==> src/rtl/hv_encode_ctrl.sv <==
// Position-hypervector encode controller.
// Holds the pixel scalar bank and sequences the VDC/T-flop datapath. Each
// datapath output slice is majority-bundled into one bit of the image
// hypervector, which is emitted serially.
module hv_encode_ctrl #(
    parameter int unsigned NPIX   = 144,
    parameter int unsigned SW     = 10,
    parameter int unsigned DIM    = 1024,
    parameter int unsigned DP_LAT = 1,
    localparam int unsigned IW    = $clog2(DIM)
) (
    input  logic                 clk,
    input  logic                 reset,
    input  logic                 start,
    input  logic                 abort,
    input  logic                 pix_we,
    input  logic [7:0]           pix_addr,
    input  logic [SW-1:0]        pix_data,
    output logic [NPIX*SW-1:0]   scalar_flat,
    output logic                 dp_reset,
    input  logic [NPIX-1:0]      dp_in,
    output logic                 hv_bit,
    output logic                 hv_valid,
    output logic [IW-1:0]        hv_idx,
    output logic                 busy,
    output logic                 done
);

    typedef enum logic [2:0] {
        StIdle,
        StClear,
        StWait,
        StRun,
        StFlush
    } state_e;

    localparam int unsigned HALF = NPIX / 2;
    localparam bit NPIX_EVEN = (NPIX % 2) == 0;

    state_e            state_q;
    logic [IW-1:0]     k_q;
    logic [3:0]        lat_q;
    logic [NPIX-1:0]   sample_q;
    logic              valid_q;
    logic [IW-1:0]     idx_q;
    logic              done_q;
    logic              dp_reset_q;
    logic [SW-1:0]     bank_q [NPIX];
    logic [7:0]        pop_cnt;

    // Scalar bank: writes only while idle and only for in-range addresses.
    always_ff @(posedge clk or posedge reset) begin
        if (reset) begin
            for (int unsigned i = 0; i < NPIX; i++) begin
                bank_q[i] <= '0;
            end
        end else if (pix_we && (state_q == StIdle) && (32'(pix_addr) < NPIX)) begin
            bank_q[pix_addr] <= pix_data;
        end
    end

    // Flatten the bank onto the datapath bus.
    always_comb begin
        scalar_flat = '0;
        for (int unsigned i = 0; i < NPIX; i++) begin
            scalar_flat[i*SW +: SW] = bank_q[i];
        end
    end

    // Sequencer: state, counters, sample register and registered outputs.
    always_ff @(posedge clk or posedge reset) begin
        if (reset) begin
            state_q    <= StIdle;
            k_q        <= '0;
            lat_q      <= '0;
            sample_q   <= '0;
            valid_q    <= 1'b0;
            idx_q      <= '0;
            done_q     <= 1'b0;
            dp_reset_q <= 1'b1;
        end else begin
            valid_q <= 1'b0;
            done_q  <= 1'b0;
            if ((state_q != StIdle) && abort) begin
                // Discard the partial run; the bank is left untouched.
                state_q    <= StIdle;
                k_q        <= '0;
                lat_q      <= '0;
                dp_reset_q <= 1'b1;
            end else begin
                unique case (state_q)
                    StIdle: begin
                        dp_reset_q <= 1'b1;
                        k_q        <= '0;
                        lat_q      <= '0;
                        if (start && !abort) begin
                            state_q <= StClear;
                        end
                    end
                    StClear: begin
                        state_q    <= StWait;
                        dp_reset_q <= 1'b0;
                        lat_q      <= '0;
                    end
                    StWait: begin
                        if (lat_q == 4'(DP_LAT - 1)) begin
                            state_q <= StRun;
                            lat_q   <= '0;
                        end else begin
                            lat_q <= lat_q + 4'd1;
                        end
                    end
                    StRun: begin
                        sample_q <= dp_in;
                        idx_q    <= k_q;
                        valid_q  <= 1'b1;
                        done_q   <= (k_q == IW'(DIM - 1));
                        if (k_q == IW'(DIM - 1)) begin
                            state_q    <= StFlush;
                            k_q        <= '0;
                            dp_reset_q <= 1'b1;
                        end else begin
                            k_q <= k_q + IW'(1);
                        end
                    end
                    StFlush: begin
                        state_q    <= StIdle;
                        dp_reset_q <= 1'b1;
                    end
                    default: begin
                        state_q    <= StIdle;
                        dp_reset_q <= 1'b1;
                    end
                endcase
            end
        end
    end

    // Majority vote over the registered slice; ties alternate on the index LSB.
    always_comb begin
        pop_cnt = '0;
        for (int unsigned i = 0; i < NPIX; i++) begin
            pop_cnt = pop_cnt + {7'd0, sample_q[i]};
        end
        if (pop_cnt > 8'(HALF)) begin
            hv_bit = 1'b1;
        end else if ((pop_cnt == 8'(HALF)) && NPIX_EVEN) begin
            hv_bit = idx_q[0];
        end else begin
            hv_bit = 1'b0;
        end
    end

    assign hv_valid = valid_q;
    assign hv_idx   = idx_q;
    assign done     = done_q;
    assign dp_reset = dp_reset_q;
    assign busy     = (state_q != StIdle);

endmodule

==> config.mk <==
export PLATFORM = sky130hd
export DESIGN_NAME = hv_encode_ctrl
export DESIGN_NICKNAME = d
export VERILOG_FILES = /design/src/rtl/hv_encode_ctrl.sv
export SDC_FILE = /design/constraint.sdc
export NUM_CORES = 2
export LEC_CHECK = 0
export CELL_PAD_IN_SITES_DETAIL_PLACEMENT = 1
export CELL_PAD_IN_SITES_GLOBAL_PLACEMENT = 1
export CORE_AREA = 2 2 629 631
export DETAILED_ROUTE_END_ITERATION = 8
export DIE_AREA = 0 0 631 633
export GPL_ROUTABILITY_DRIVEN = 0
export PLACE_DENSITY = 0.46
export SLEW_MARGIN = 10
export SYNTH_ARGS = -nofsm -noshare
export SYNTH_HDL_FRONTEND = slang
export SYNTH_SLANG_ARGS = --single-unit
==> constraint.sdc <==
create_clock -name clk -period 57.3 [get_ports clk]
set_input_delay 5.73 -clock clk [delete_from_list [all_inputs] [get_ports clk]]
set_output_delay 5.73 -clock clk [all_outputs]
set_load 0.05 [all_outputs]
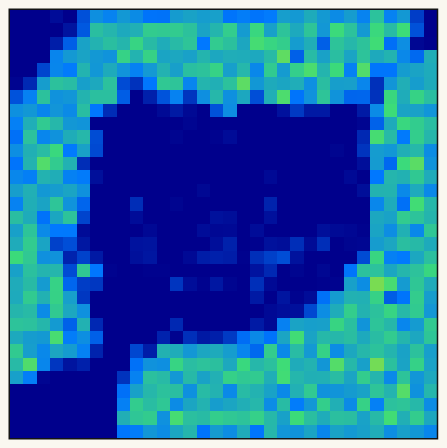
Fig. 1. Cell density map.
The die is cut into 32 by 32 equal tiles; dark blue is low, red is high, 0 to 100% covered.
nearly empty tiles: 34%
fullest tile: 58%
densest ninth of the die: south-east
emptiest ninth of the die: center
mean over tiles: 22%
Core Util, Final: 0.240
Core Region: 392000 um2
initial core utilization: 0.165

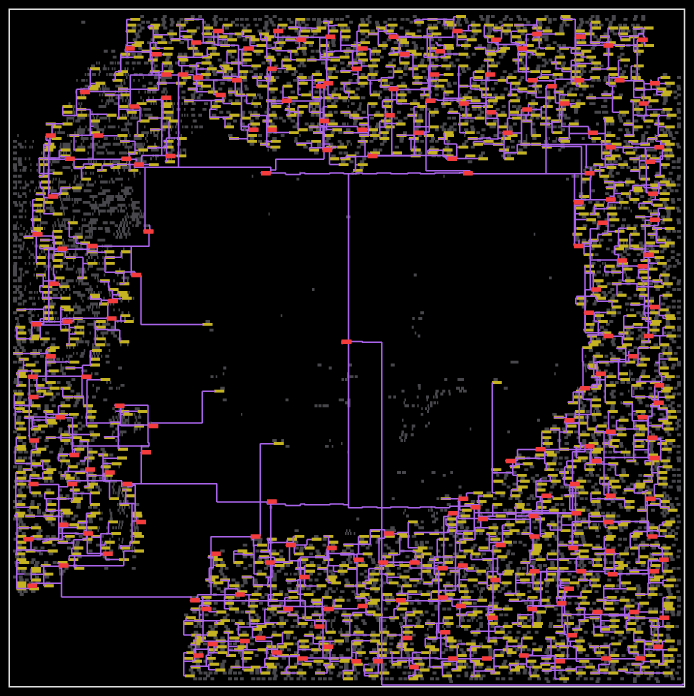
Fig. 2. Clock network drawn from the DEF.
[flip-flops] yellow | count: 1614
[clock drivers] red | count: 203
[clock wires] purple | length: 27.5 mm
flops lie: spread over the die
clock insertion delay at the later pin of the skew report: 0.92 ns

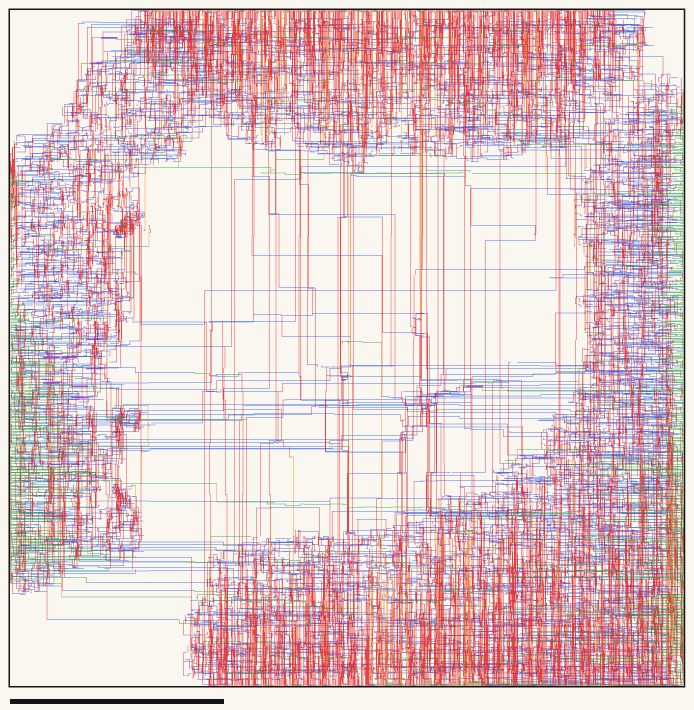
Fig. 3. Signal wires by layer.
The bar under the picture is 200 um long.
[metal 5] purple | wire length: 161 um
[metal 2] red | wire length: 168 mm
[metal 3] green | wire length: 19600 um
[metal 1] blue | wire length: 120 mm
[metal 4] orange | wire length: 11000 um
total routing resource utilization after global routing: 0.154
number of vias after detailed routing: 43.2k

==> PnR_summary.wiki <==
== Flow metrics ==
{| class="wikitable"
! Metric !! Value
|-
| Unrepaired setup endpoints after global routing || false
|-
| Cells in synth_stat.txt || 4363
|-
| Share of flip-flops with an asynchronous set or reset after synthesis || 1.00
|-
| Antenna Nets Post-Route || 0
|-
| Total Nets Final || 6364
|-
| Kind of path behind the tightest hold check || reg2reg
|-
| Commonest non-fill, non-tap cells in the layout || 1613 x dfrtp_1, 1611 x clkdlybuf4s50_1, 1425 x mux2_2
|-
| Final instance area || 93900 um2
|-
| Setup crit end || hv_bit
|-
| Max FFs per register || 1440
|-
| PostCTS Resize Cnt || 0
|-
| Delay contributed by the slowest stage of the critical path || 0.97 ns
|-
| Post-placement cell area || 87100 um2
|-
| DRC violation total after the first TritonRoute iteration || 1674
|-
| Final Hold Vio Count || 0
|-
| Cell type contributing the most total cell area after synthesis || dfrtp_1
|-
| Startpoint of the lowest-slack hold path || hv_idx[2]$_DFFE_PP0P_
|-
| Critical register-to-register path startpoint || state_q[1]$_DFFE_PP0P_
|-
| Inserted Diodes || 22
|-
| Arrival @ worst endpoint || 9.15 ns
|-
| Post-synth design cell area || 64500 um2
|-
| Number of synthesized register bits || 1614
|-
| Number of clock-tree buffers in the layout || 305
|-
| Signal buf overhead || 0.179
|-
| Filler cells || 42.9k
|-
| Top-area cell type share of the netlist area || 0.626
|-
| Count of sequential standard cells || 1614
|-
| Share of the final layout cell area in sequential cells || 0.430
|-
| Number of hold buffers added after cts || 0
|-
| Capture point of the worst reg-to-reg path || scalar_flat[74]$_DFFE_PP0P_
|-
| Floorplan die width || 631 um
|-
| Final critical-path setup slack || 42.42 ns
|-
| Required time at the worst-slack endpoint || 51.57 ns
|-
| Maximum number of pins on one net before global-route repair || 158
|-
| Antenna violations before repair || 51
|-
| WS Path Type || reg2out
|-
| Num CTS Buffers || 203
|-
| Std cell rows || 230
|-
| Inverter tally of the final layout excluding the clock network || 210
|-
| Port-buffer cells || 1621
|-
| Type of element launching the critical path || flop
|-
| Final WL || 319000 um
|-
| First drt pass iteration count || 5
|-
| Max cap viols || 0
|-
| Total cell area reported by yosys after synthesis || 64500 um2
|-
| Result of the run || complete, no violations
|-
| Clock tree from TritonCTS || yes
|-
| Most frequent logic cell in the layout || dfrtp_1
|-
| Tightest hold margin || 0.485 ns
|-
| Maximum buffer depth of the clock tree || 4
|-
| Maximum fanout along the worst path || 4
|-
| Post-synth EDFFs || 0
|-
| Detail-routed via count per cell || 3.77
|-
| Share of cell area taken by multi-input logic gates || 0.239
|-
| Library cells used by synthesis || 48
|-
| Top cells, area || dfrtp_1 63%, mux2_2 25%, fa_1 4.1%
|-
| Worst hold endpoint || hv_idx[2]$_DFFE_PP0P_
|-
| Max-slew violation count || 0
|-
| Final global-route overflow total || 0
|-
| Clock Sink Count || 1614
|-
| Number of ordinary and repair buffers in the finished layout || 1697
|-
| # DRC || 0
|-
| Slowest stage cell on the critical path || clkdlybuf4s50_1
|-
| Fmax || 0.0672 GHz
|-
| Place WS || 43.12 ns
|-
| Setup repair bufs after CTS || 0
|-
| Fraction of layout instances using a drive strength above 1 || 0.304
|-
| Most instantiated flip-flop cell in the synthesis netlist || dfrtp_1
|-
| Max Clock Skew || 0.0796 ns
|-
| H-tree lvl count || 4
|-
| Vias in the first global route || 46.4k
|-
| Element type at the critical path end || output pin
|-
| Cells after DPL || 11.1k
|-
| Period utilization || 0.260
|-
| Hold-critical path depth || 2
|-
| Instance tally after logic synthesis || 4363
|-
| Number of ports placed on the die boundary || 1622
|}
## per-layer routing
layer / wire length [um] / part of all wire / global-route usage / vias up
met5: 161 / 0.00051 / 0 / -
met4: 11000 / 0.035 / 0.0517 / 24
met2: 168000 / 0.53 / 0.285 / 1266
met3: 19600 / 0.062 / 0.0401 / 399
li1: - / - / - / 18200
met1: 120000 / 0.38 / 0.170 / 23300
## cell usage after synthesis (4+ instances only)
library cell / instances
mux2_2: 1425
nand2b_1: 8
dfrtp_1: 1613
buf_1: 15
nor3_4: 7
clkbuf_1: 201
nand2_1: 460
a21oi_1: 8
mux2_1: 6
nor3_2: 7
mux2_4: 10
fa_1: 131
nor2b_1: 8
nand3_1: 12
ha_1: 27
nor3_1: 11
nor2_2: 6
nand3_2: 4
buf_2: 7
nor2_1: 54
o21ai_0: 90
inv_1: 210
## cells by family (layout without fill, tap and decap cells)
family / count (synthesis) / count (layout) / share of synthesized area
fa+ha+maj: 158 / 158 / 0.0459
compound gates: 112 / 112 / 0.00930
simple gates: 596 / 596 / 0.0395
other cells: 0 / 22 / 0
flops: 1614 / 1614 / 0.626
mux: 1442 / 1442 / 0.252
xor+xnor: 5 / 5 / 0.000679
buf+inv: 436 / 2278 / 0.0258
## worst max-delay path, delay by kind of cell (launching register included)
family / cells / cell delay (ns)
buffers and inverters: 5 / 1.21
and+or+nand+nor: 2 / 0.55
DFF: 1 / 0.32
adders and majority gates: 11 / 5.51
AOI/OAI and AO/OA: 3 / 0.74
